### Placed cells, one color a class, run 1

Scale bar: 50 um.
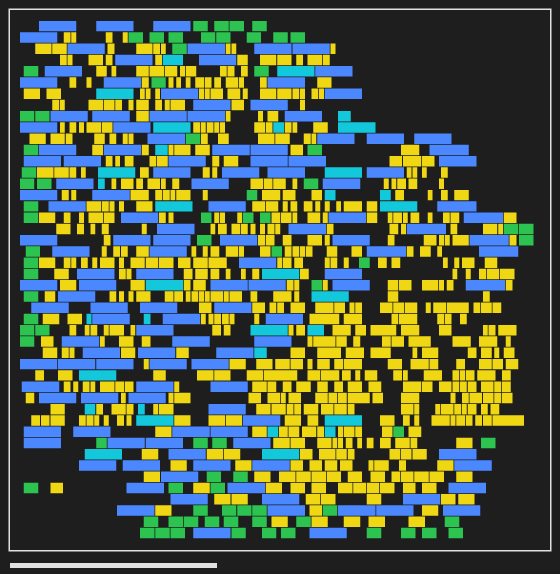
### Clock wires, drivers and flops, run 1

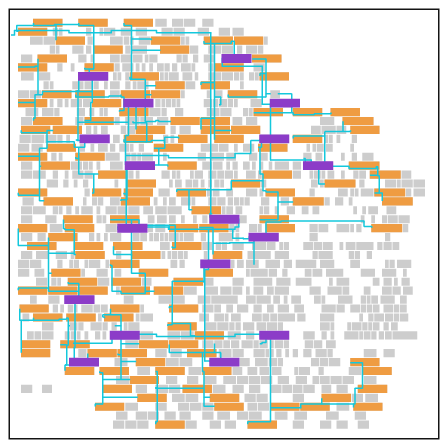
### Signal wires on met1, run 1

Supply wires on this layer in gray.
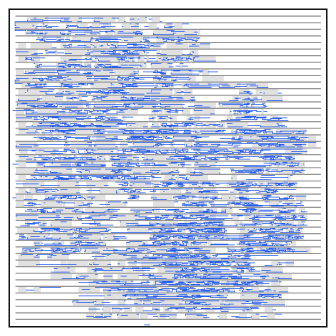
--- src/rtl/mix_char_out_pkg.sv ---
// Shared types and constants for the MIX character-output controller: unit defaults,
// end-of-line codes, command-queue entry and the MIX-to-ASCII translation table.
package mix_out_pkg;

  localparam int unsigned DefCardUnit      = 17;
  localparam int unsigned DefPrinterUnit   = 18;
  localparam int unsigned DefTerminalUnit  = 19;
  localparam int unsigned DefCardWords     = 16;
  localparam int unsigned DefPrinterWords  = 24;
  localparam int unsigned DefTerminalWords = 14;

  localparam logic [6:0] AsciiCr = 7'd13;
  localparam logic [6:0] AsciiLf = 7'd10;

  localparam int unsigned QAddrW = 12;

  typedef struct packed {
    logic [5:0]        unit;
    logic [QAddrW-1:0] addr;
  } q_entry_t;

  typedef enum logic [1:0] {StIdle, StReq, StChar, StEol} state_e;

  function automatic logic [6:0] mix_to_ascii(logic [5:0] c);
    logic [6:0] a;
    a = 7'h3f;
    if (c == 6'd0) a = 7'h20;
    else if (c <= 6'd9) a = 7'd64 + 7'(c);
    else if (c >= 6'd11 && c <= 6'd19) a = 7'd63 + 7'(c);
    else if (c >= 6'd22 && c <= 6'd29) a = 7'd61 + 7'(c);
    else if (c >= 6'd30 && c <= 6'd39) a = 7'd18 + 7'(c);
    else begin
      case (c)
        6'd40: a = 7'h2e;
        6'd41: a = 7'h2c;
        6'd42: a = 7'h28;
        6'd43: a = 7'h29;
        6'd44: a = 7'h2b;
        6'd45: a = 7'h2d;
        6'd46: a = 7'h2a;
        6'd47: a = 7'h2f;
        6'd48: a = 7'h3d;
        6'd49: a = 7'h24;
        6'd50: a = 7'h3c;
        6'd51: a = 7'h3e;
        6'd52: a = 7'h40;
        6'd53: a = 7'h3b;
        6'd54: a = 7'h3a;
        6'd55: a = 7'h27;
        default: a = 7'h3f;
      endcase
    end
    return a;
  endfunction

endpackage

--- src/rtl/mix_char_out_if.sv ---
// CPU/memory-side bus of the MIX character-output controller.
interface mix_char_out_if #(
  parameter int unsigned ADDR_W = 12,
  parameter int unsigned WORD_W = 30,
  parameter int unsigned QDEPTH = 2
);
  logic                           start;
  logic [5:0]                     field;
  logic [ADDR_W-1:0]              addressin;
  logic                           stop;
  logic                           busy;
  logic [$clog2(QDEPTH+1)-1:0]    pending;
  logic                           bad_unit;
  logic [ADDR_W-1:0]              addressout;
  logic                           request;
  logic                           load;
  logic [WORD_W-1:0]              in;
  logic                           tx;

  modport master (
    output start, field, addressin, load, in,
    input  stop, busy, pending, bad_unit, addressout, request, tx
  );

  modport slave (
    input  start, field, addressin, load, in,
    output stop, busy, pending, bad_unit, addressout, request, tx
  );
endinterface

--- src/rtl/mix_char_out_uart_tx.sv ---
// 7-bit UART transmitter: start bit, 7 data bits LSB first, one stop bit.
module UartTX #(
  parameter int unsigned ClksPerBit = 4
) (
  input  logic       clk,
  input  logic       reset,
  input  logic       load,
  input  logic [6:0] in,
  output logic       ready,
  output logic       tx
);
  localparam int unsigned DivW = (ClksPerBit > 1) ? $clog2(ClksPerBit) : 1;

  logic [8:0]      sh_q;
  logic [3:0]      bits_q;
  logic [DivW-1:0] div_q;

  assign ready = (bits_q == 4'd0);
  assign tx    = sh_q[0];

  // Ones shift in behind the frame so the line idles high.
  always_ff @(posedge clk or posedge reset) begin
    if (reset) begin
      sh_q   <= '1;
      bits_q <= 4'd0;
      div_q  <= '0;
    end else if (load && ready) begin
      sh_q   <= {1'b1, in, 1'b0};
      bits_q <= 4'd9;
      div_q  <= '0;
    end else if (bits_q != 4'd0) begin
      if (div_q == DivW'(ClksPerBit - 1)) begin
        div_q  <= '0;
        sh_q   <= {1'b1, sh_q[8:1]};
        bits_q <= bits_q - 4'd1;
      end else begin
        div_q <= div_q + 1'b1;
      end
    end
  end
endmodule

--- src/rtl/mix_char_out.sv ---
// MIX character-output controller: queued OUT commands, word fetch, MIX->ASCII, UART.
// Define MIX_OUT_CRLF_EN to end each block with CR LF instead of LF alone.
module mix_char_out
  import mix_out_pkg::*;
#(
  parameter int unsigned ADDR_W         = 12,
  parameter int unsigned BYTE_W         = 6,
  parameter int unsigned WORD_BYTES     = 5,
  parameter int unsigned QDEPTH         = 2,
  parameter int unsigned CARD_UNIT      = DefCardUnit,
  parameter int unsigned PRINTER_UNIT   = DefPrinterUnit,
  parameter int unsigned TERMINAL_UNIT  = DefTerminalUnit,
  parameter int unsigned CARD_WORDS     = DefCardWords,
  parameter int unsigned PRINTER_WORDS  = DefPrinterWords,
  parameter int unsigned TERMINAL_WORDS = DefTerminalWords,
  parameter int unsigned CLKS_PER_BIT   = 4
) (
  input logic           clk,
  input logic           reset,
  mix_char_out_if.slave bus
);
  localparam int unsigned WordW = WORD_BYTES * BYTE_W;
  localparam int unsigned CntW  = $clog2(QDEPTH + 1);
  localparam int unsigned PtrW  = (QDEPTH > 1) ? $clog2(QDEPTH) : 1;
  localparam int unsigned BIdxW = (WORD_BYTES > 1) ? $clog2(WORD_BYTES) : 1;

  state_e            state_q, state_d;
  logic [5:0]        unit_q;
  logic [ADDR_W-1:0] addr_q;
  logic [7:0]        wc_q;
  logic [WordW-1:0]  word_q;
  logic [BIdxW-1:0]  bidx_q;
  logic              eol_idx_q;
  q_entry_t          q_mem [QDEPTH];
  logic [PtrW-1:0]   rd_ptr_q, wr_ptr_q;
  logic [CntW-1:0]   cnt_q;
  logic              stall_q;
  q_entry_t          stall_entry_q;
  logic              stop_q, bad_q;

  logic              unit_ok, word_last, last_byte, eol_last, char_fire, blk_done;
  logic              cmd, activate, push_cmd, stall_set, stall_release, push, pop, q_full;
  logic              uart_ready, uart_load;
  logic [6:0]        uart_char, eol_char;
  logic [BYTE_W-1:0] cur_byte;
  q_entry_t          new_entry, push_entry, head;

  function automatic logic [7:0] block_words(logic [5:0] u);
    if (u == 6'(CARD_UNIT)) return 8'(CARD_WORDS);
    if (u == 6'(PRINTER_UNIT)) return 8'(PRINTER_WORDS);
    return 8'(TERMINAL_WORDS);
  endfunction

  function automatic logic [PtrW-1:0] ptr_inc(logic [PtrW-1:0] p);
    return (p == PtrW'(QDEPTH - 1)) ? '0 : p + 1'b1;
  endfunction

`ifdef MIX_OUT_CRLF_EN
  assign eol_last = (eol_idx_q == 1'b1);
  assign eol_char = eol_idx_q ? AsciiLf : AsciiCr;
`else
  assign eol_last = (eol_idx_q == 1'b0);
  assign eol_char = AsciiLf;
`endif

  assign unit_ok   = (bus.field == 6'(CARD_UNIT)) || (bus.field == 6'(PRINTER_UNIT)) ||
                     (bus.field == 6'(TERMINAL_UNIT));
  assign word_last = (wc_q == block_words(unit_q) - 8'd1);
  assign last_byte = (bidx_q == BIdxW'(WORD_BYTES - 1));
  assign cur_byte  = word_q[(WORD_BYTES - 1 - int'(bidx_q)) * BYTE_W +: BYTE_W];
  assign char_fire = ((state_q == StChar) || (state_q == StEol)) && uart_ready;
  assign blk_done  = (state_q == StEol) && uart_ready && eol_last;
  assign q_full    = (cnt_q == CntW'(QDEPTH));
  assign head      = q_mem[rd_ptr_q];

  // A pop at block end frees a slot for a push arriving in the same cycle.
  assign pop           = blk_done && (cnt_q != '0);
  assign cmd           = bus.start && !stall_q;
  assign activate      = cmd && unit_ok && ((state_q == StIdle) || (blk_done && cnt_q == '0));
  assign push_cmd      = cmd && unit_ok && !activate && (!q_full || pop);
  assign stall_set     = cmd && unit_ok && !activate && q_full && !pop;
  assign stall_release = stall_q && pop;
  assign push          = push_cmd || stall_release;

  always_comb begin
    new_entry.unit = bus.field;
    new_entry.addr = QAddrW'(bus.addressin);
    push_entry     = stall_release ? stall_entry_q : new_entry;
  end

  always_ff @(posedge clk or posedge reset) begin
    if (reset) state_q <= StIdle;
    else       state_q <= state_d;
  end

  always_comb begin
    state_d = state_q;
    unique case (state_q)
      StIdle:  if (activate) state_d = StReq;
      StReq:   if (bus.load) state_d = StChar;
      StChar:  if (char_fire && last_byte) state_d = word_last ? StEol : StReq;
      StEol:   if (blk_done) state_d = (pop || activate) ? StReq : StIdle;
      default: state_d = StIdle;
    endcase
  end

  always_comb begin
    bus.request = (state_q == StReq);
    bus.busy    = (state_q != StIdle);
    uart_load   = 1'b0;
    uart_char   = mix_to_ascii(6'(cur_byte));
    unique case (state_q)
      StChar:  uart_load = uart_ready;
      StEol: begin
        uart_load = uart_ready;
        uart_char = eol_char;
      end
      default: ;
    endcase
  end

  assign bus.stop       = stop_q;
  assign bus.bad_unit   = bad_q;
  assign bus.pending    = cnt_q;
  assign bus.addressout = addr_q;

  always_ff @(posedge clk or posedge reset) begin
    if (reset) begin
      unit_q    <= '0;
      addr_q    <= '0;
      wc_q      <= '0;
      word_q    <= '0;
      bidx_q    <= '0;
      eol_idx_q <= 1'b0;
    end else begin
      if (state_q == StReq && bus.load) begin
        word_q <= bus.in;
        bidx_q <= '0;
      end
      if (state_q == StChar && char_fire) begin
        if (last_byte) begin
          bidx_q <= '0;
          if (!word_last) begin
            addr_q <= addr_q + 1'b1;
            wc_q   <= wc_q + 8'd1;
          end
        end else begin
          bidx_q <= bidx_q + 1'b1;
        end
      end
      if (state_q == StEol && char_fire) eol_idx_q <= eol_last ? 1'b0 : eol_idx_q + 1'b1;
      if (activate) begin
        unit_q <= bus.field;
        addr_q <= bus.addressin;
        wc_q   <= '0;
      end else if (pop) begin
        unit_q <= head.unit;
        addr_q <= ADDR_W'(head.addr);
        wc_q   <= '0;
      end
    end
  end

  always_ff @(posedge clk or posedge reset) begin
    if (reset) begin
      for (int i = 0; i < int'(QDEPTH); i++) q_mem[i] <= '0;
      rd_ptr_q      <= '0;
      wr_ptr_q      <= '0;
      cnt_q         <= '0;
      stall_q       <= 1'b0;
      stall_entry_q <= '0;
      stop_q        <= 1'b0;
      bad_q         <= 1'b0;
    end else begin
      if (push) begin
        q_mem[wr_ptr_q] <= push_entry;
        wr_ptr_q        <= ptr_inc(wr_ptr_q);
      end
      if (pop) rd_ptr_q <= ptr_inc(rd_ptr_q);
      if (push && !pop)      cnt_q <= cnt_q + 1'b1;
      else if (pop && !push) cnt_q <= cnt_q - 1'b1;
      if (stall_set) begin
        stall_q       <= 1'b1;
        stall_entry_q <= new_entry;
      end else if (stall_release) begin
        stall_q <= 1'b0;
      end
      stop_q <= (cmd && (!unit_ok || activate || push_cmd)) || stall_release;
      bad_q  <= cmd && !unit_ok;
    end
  end

  UartTX #(
    .ClksPerBit(CLKS_PER_BIT)
  ) u_uart (
    .clk  (clk),
    .reset(reset),
    .load (uart_load),
    .in   (uart_char),
    .ready(uart_ready),
    .tx   (bus.tx)
  );
endmodule

--- src/flat_wrapper.sv ---
// flat-port wrapper written by rule: the top's interface ports become plain ports
module mix_char_out_flat import mix_out_pkg::*;
#(
  parameter int unsigned ADDR_W         = 12,
  parameter int unsigned BYTE_W         = 6,
  parameter int unsigned WORD_BYTES     = 5,
  parameter int unsigned QDEPTH         = 2,
  parameter int unsigned CARD_UNIT      = DefCardUnit,
  parameter int unsigned PRINTER_UNIT   = DefPrinterUnit,
  parameter int unsigned TERMINAL_UNIT  = DefTerminalUnit,
  parameter int unsigned CARD_WORDS     = DefCardWords,
  parameter int unsigned PRINTER_WORDS  = DefPrinterWords,
  parameter int unsigned TERMINAL_WORDS = DefTerminalWords,
  parameter int unsigned CLKS_PER_BIT   = 4
)
  (clk, reset, bus_start, bus_field, bus_addressin, bus_load, bus_in, bus_stop, bus_busy, bus_pending, bus_bad_unit, bus_addressout, bus_request, bus_tx);
  mix_char_out_if #(.ADDR_W(ADDR_W), .WORD_W(30), .QDEPTH(QDEPTH)) bus_i ();
  input logic clk;
  input logic reset;
  input wire logic [$bits(bus_i.start)-1:0] bus_start;
  input wire logic [$bits(bus_i.field)-1:0] bus_field;
  input wire logic [$bits(bus_i.addressin)-1:0] bus_addressin;
  input wire logic [$bits(bus_i.load)-1:0] bus_load;
  input wire logic [$bits(bus_i.in)-1:0] bus_in;
  output wire logic [$bits(bus_i.stop)-1:0] bus_stop;
  output wire logic [$bits(bus_i.busy)-1:0] bus_busy;
  output wire logic [$bits(bus_i.pending)-1:0] bus_pending;
  output wire logic [$bits(bus_i.bad_unit)-1:0] bus_bad_unit;
  output wire logic [$bits(bus_i.addressout)-1:0] bus_addressout;
  output wire logic [$bits(bus_i.request)-1:0] bus_request;
  output wire logic [$bits(bus_i.tx)-1:0] bus_tx;
  assign bus_i.start = bus_start;
  assign bus_i.field = bus_field;
  assign bus_i.addressin = bus_addressin;
  assign bus_i.load = bus_load;
  assign bus_i.in = bus_in;
  assign bus_stop = bus_i.stop;
  assign bus_busy = bus_i.busy;
  assign bus_pending = bus_i.pending;
  assign bus_bad_unit = bus_i.bad_unit;
  assign bus_addressout = bus_i.addressout;
  assign bus_request = bus_i.request;
  assign bus_tx = bus_i.tx;
  mix_char_out #(.ADDR_W(ADDR_W), .BYTE_W(BYTE_W), .WORD_BYTES(WORD_BYTES), .QDEPTH(QDEPTH), .CARD_UNIT(CARD_UNIT), .PRINTER_UNIT(PRINTER_UNIT), .TERMINAL_UNIT(TERMINAL_UNIT), .CARD_WORDS(CARD_WORDS), .PRINTER_WORDS(PRINTER_WORDS), .TERMINAL_WORDS(TERMINAL_WORDS), .CLKS_PER_BIT(CLKS_PER_BIT)) u_core (.clk(clk), .reset(reset), .bus(bus_i));
endmodule
--- config.mk ---
export PLATFORM = sky130hd
export DESIGN_NAME = mix_char_out_flat
export DESIGN_NICKNAME = d
export VERILOG_FILES = /design/src/rtl/mix_char_out_pkg.sv /design/src/rtl/mix_char_out_if.sv /design/src/rtl/mix_char_out_uart_tx.sv /design/src/rtl/mix_char_out.sv /design/src/flat_wrapper.sv
export SDC_FILE = /design/constraint.sdc
export NUM_CORES = 1
export LEC_CHECK = 0
export CORE_MARGIN = 2
export CORE_UTILIZATION = 50
export DETAILED_ROUTE_END_ITERATION = 8
export PLACE_DENSITY = 0.75
export SLEW_MARGIN = 20
export SYNTH_ARGS = -nofsm -noshare
export SYNTH_HDL_FRONTEND = slang
export SYNTH_SLANG_ARGS = --single-unit
--- constraint.sdc ---
create_clock -name clk -period 6.64 [get_ports clk]
set_clock_uncertainty 0.1 [all_clocks]
set_input_delay 1.328 -clock clk [delete_from_list [all_inputs] [get_ports clk]]
set_output_delay 1.328 -clock clk [all_outputs]
set_load 0.02 [all_outputs]
==> results.cfg, run 1 <==
; yosys + openroad results
[run_status]
outcome = finished clean

[critical_path]
start_kind = register
r2r_cells = 17
cp_num_cells = 17
max_stage_delay_ns = 0.82

[synth]
yosys_cells = 800
synthMuxAreaShare_pct = 15.50
ys_sh_simple_pct = 13.66
xor_share_pct = 3.714

[final_timing]
slew_headroom_pct = 25.49
hold_violations = 0

[cells_and_area]
nNonClkInverters = 14
final_cell_mix = 128 x dfrtp_1, 79 x nand2_1, 70 x clkdlybuf4s50_1
mi_logic_area_sq_mm = 0.004308
mostFrequentLayoutCell = dfrtp_1
logic_gates = 602
nFillCells = 1369

[die]
fp.dieW_um = 130.4

[route]
maxUsedRoutingLayer = met4

[global_route]
grt_usage_pct = 22.89

[pwr]
p_leak_nw = 4.006
-- 'Placed cells, one color a class' (at the start) --
- green: remaining buffers and delay cells (cells 79)
- yellow: combinational and other logic (cells 616)
- blue: sequential cells (cells 136)
- cyan: clock drivers and dummy loads (cells 32)
fraction of area in registers: 36.47%
row cnt: 46

-- 'Clock wires, drivers and flops' (at the start) --
- orange: flip-flops (count 136)
- cyan: clock wires (length 1780 um)
- purple: clock drivers (count 17)
- routed clock nets: 18
- flops lie: spread over the die
Clock net power: 0.866 mW
Insertion Delay late pin: 0.43 ns
Clk pwr share: 19.3%

-- 'Signal wires on met1' (at the start) --
- wire length on this layer: 8530 um
- nets with wire on the layer: 831
- longest straight run: 44.6 um
- main direction: horizontal
- share of all routed wire: 46%
met1 usage: 31.76%
total wire length: 18350 um
vias post-DR: 6319

==> run 1: worst reg2reg max path, stage by stage, from the launching register on <==
cell and delay, ns:
dfrtp_1 0.82, inv_1 0.17, ha_2 0.39, buf_4 0.48
ha_1 0.34, a21o_1 0.19, a211oi_2 0.47, nand2_1 0.10
o31a_1 0.27, and2_1 0.22, inv_1 0.25, ha_1 0.19
or2_2 0.14, nand4_1 0.13, a211o_1 0.42, o21ai_0 0.19
nor3_1 0.06, a221o_1 0.30
==> run 1: report_power, final <==
group | total (mW) | internal [mW] | switching, mW
Sequential | 1.15 | 0.990 | 0.163
Clock | 0.866 | 0.489 | 0.377
Combinational | 2.47 | 0.999 | 1.48
### Cell sizes after repair, run 1

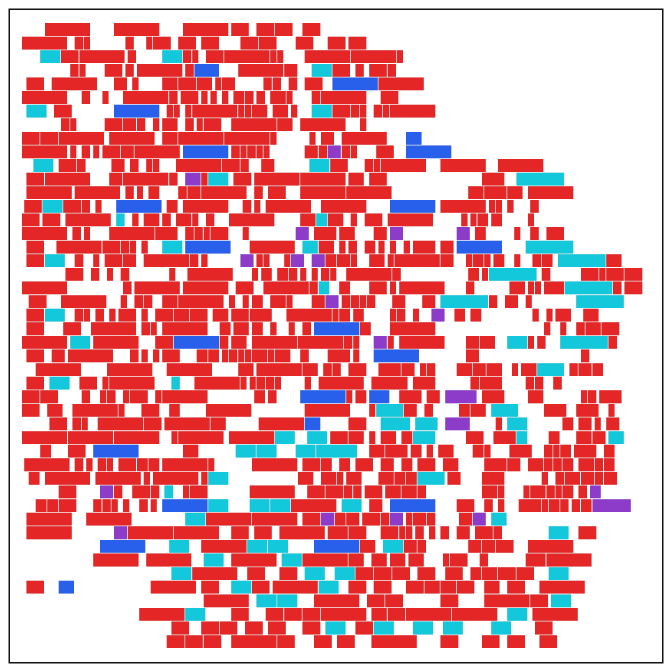

==> inputs of run 2 (changes only) <==
==> constraint.sdc (replaced) <==
create_clock -name clk -period 5.1 [get_ports clk]
set_clock_uncertainty 0.1 [all_clocks]
set_input_delay 1.02 -clock clk [delete_from_list [all_inputs] [get_ports clk]]
set_output_delay 1.02 -clock clk [all_outputs]
set_load 0.02 [all_outputs]
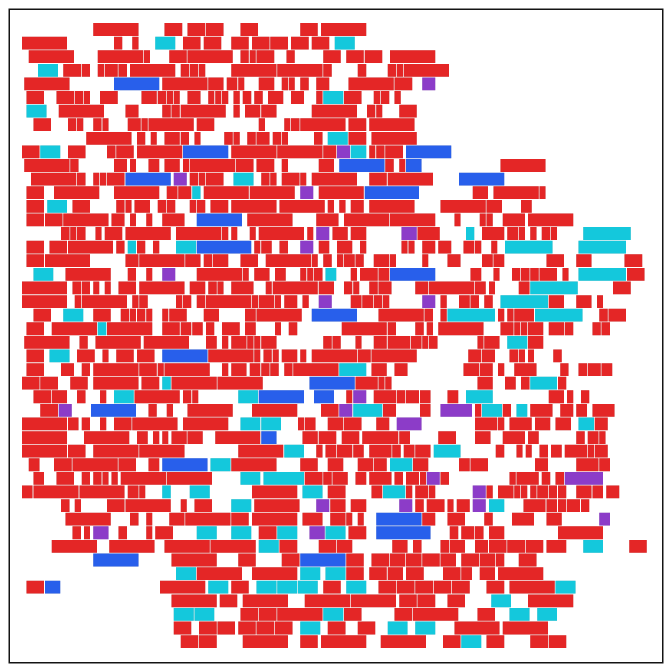
*Cell sizes after repair, run 2*
- red: _0 and _1 cells (cells 746; share 86%)
- blue: _6 and larger (cells 24; share 2.8%)
- cyan: _2 cells (cells 77; share 8.8%)
- purple: _3 and _4 cells (cells 24; share 2.8%)
design area: 0.009478 sq mm
final worst-path setup slack: 0.4978 ns

==> run 2 against run 1 <==
Against the previous run: critical path depth rose by 2; via count fell by 0.81%; combinational power rose by 33%; clock power rose by 45%; die area did not move; count of clock-buffer cells in the layout fell by 2; highest routed layer unchanged; register-to-register slack got worse by 0.82 ns; critical path type unchanged; worst setup slack got worse by 0.82 ns; cell area rose by 1.3%; sequential share of layout area fell by 0.45 points.
==> results.cfg, run 2 <==
; yosys + openroad results
[run_status]
outcome = finished clean

[synth]
xor_share_pct = 3.714
synthMuxAreaShare_pct = 15.50
ys_sh_simple_pct = 13.66

[pwr]
pg_comb_mw = 3.28
pwr-share-seq_pct = 24.6
seq-power_mw = 1.48
clk-power_mw = 1.26
intPower_mw = 3.403
p_sw_share_pct = 43.51
power.switching_mw = 2.621
combPwrFrac_pct = 54.5
clockPowerShare_pct = 20.9
maxPowerGroup = combinational logic

[die]
rows = 46
fp.dieW_um = 130.4

[final_timing]
slew_headroom_pct = 24.59
hold_violations = 0

[global_route]
met1_usage_pct = 32.33

[route]
wl_um = 18430
vias = 6268

[cells_and_area]
final_cell_mix = 128 x dfrtp_1, 80 x nand2_1, 70 x clkdlybuf4s50_1

[critical_path]
start_kind = register
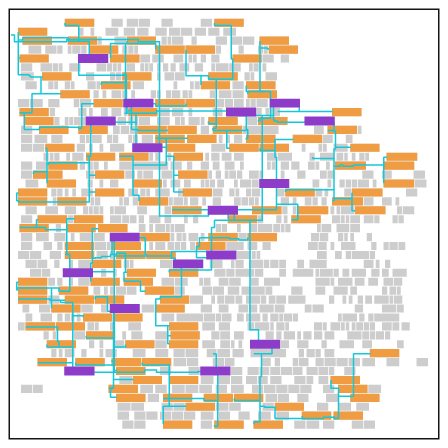
*Clock wires, drivers and flops, run 2*
- purple: clock drivers (count 17)
- cyan: clock wires (length 1760 um)
- orange: flip-flops (count 136)
- routed clock nets: 18

[run 2: cell counts after synthesis]
Identical to the previous run, type by type.
[run 2: layer usage]
metal | routed length [um] | part of all wire (%) | vias up
met4 | 351 | 1.9 | 0
met5 | 0 | 0 | -
met2 | 8569 | 47 | 158
met1 | 8730 | 47 | 3040
met3 | 776 | 4.2 | 30
li1 | - | - | 3040
[run 2: layout make-up]
class	instances	area [sq um]
Inverter	14	60.06
Timing Repair Buffer	87	828.3
Tap cell	216	270.3
Clock buffer	17	425.4
Fill cell	1368	6292
Clock inverter	15	175.2
Sequential cell	136	3413
Multi-Input combinational cell	602	4305
Power is estimated from default activity; no workload was simulated.
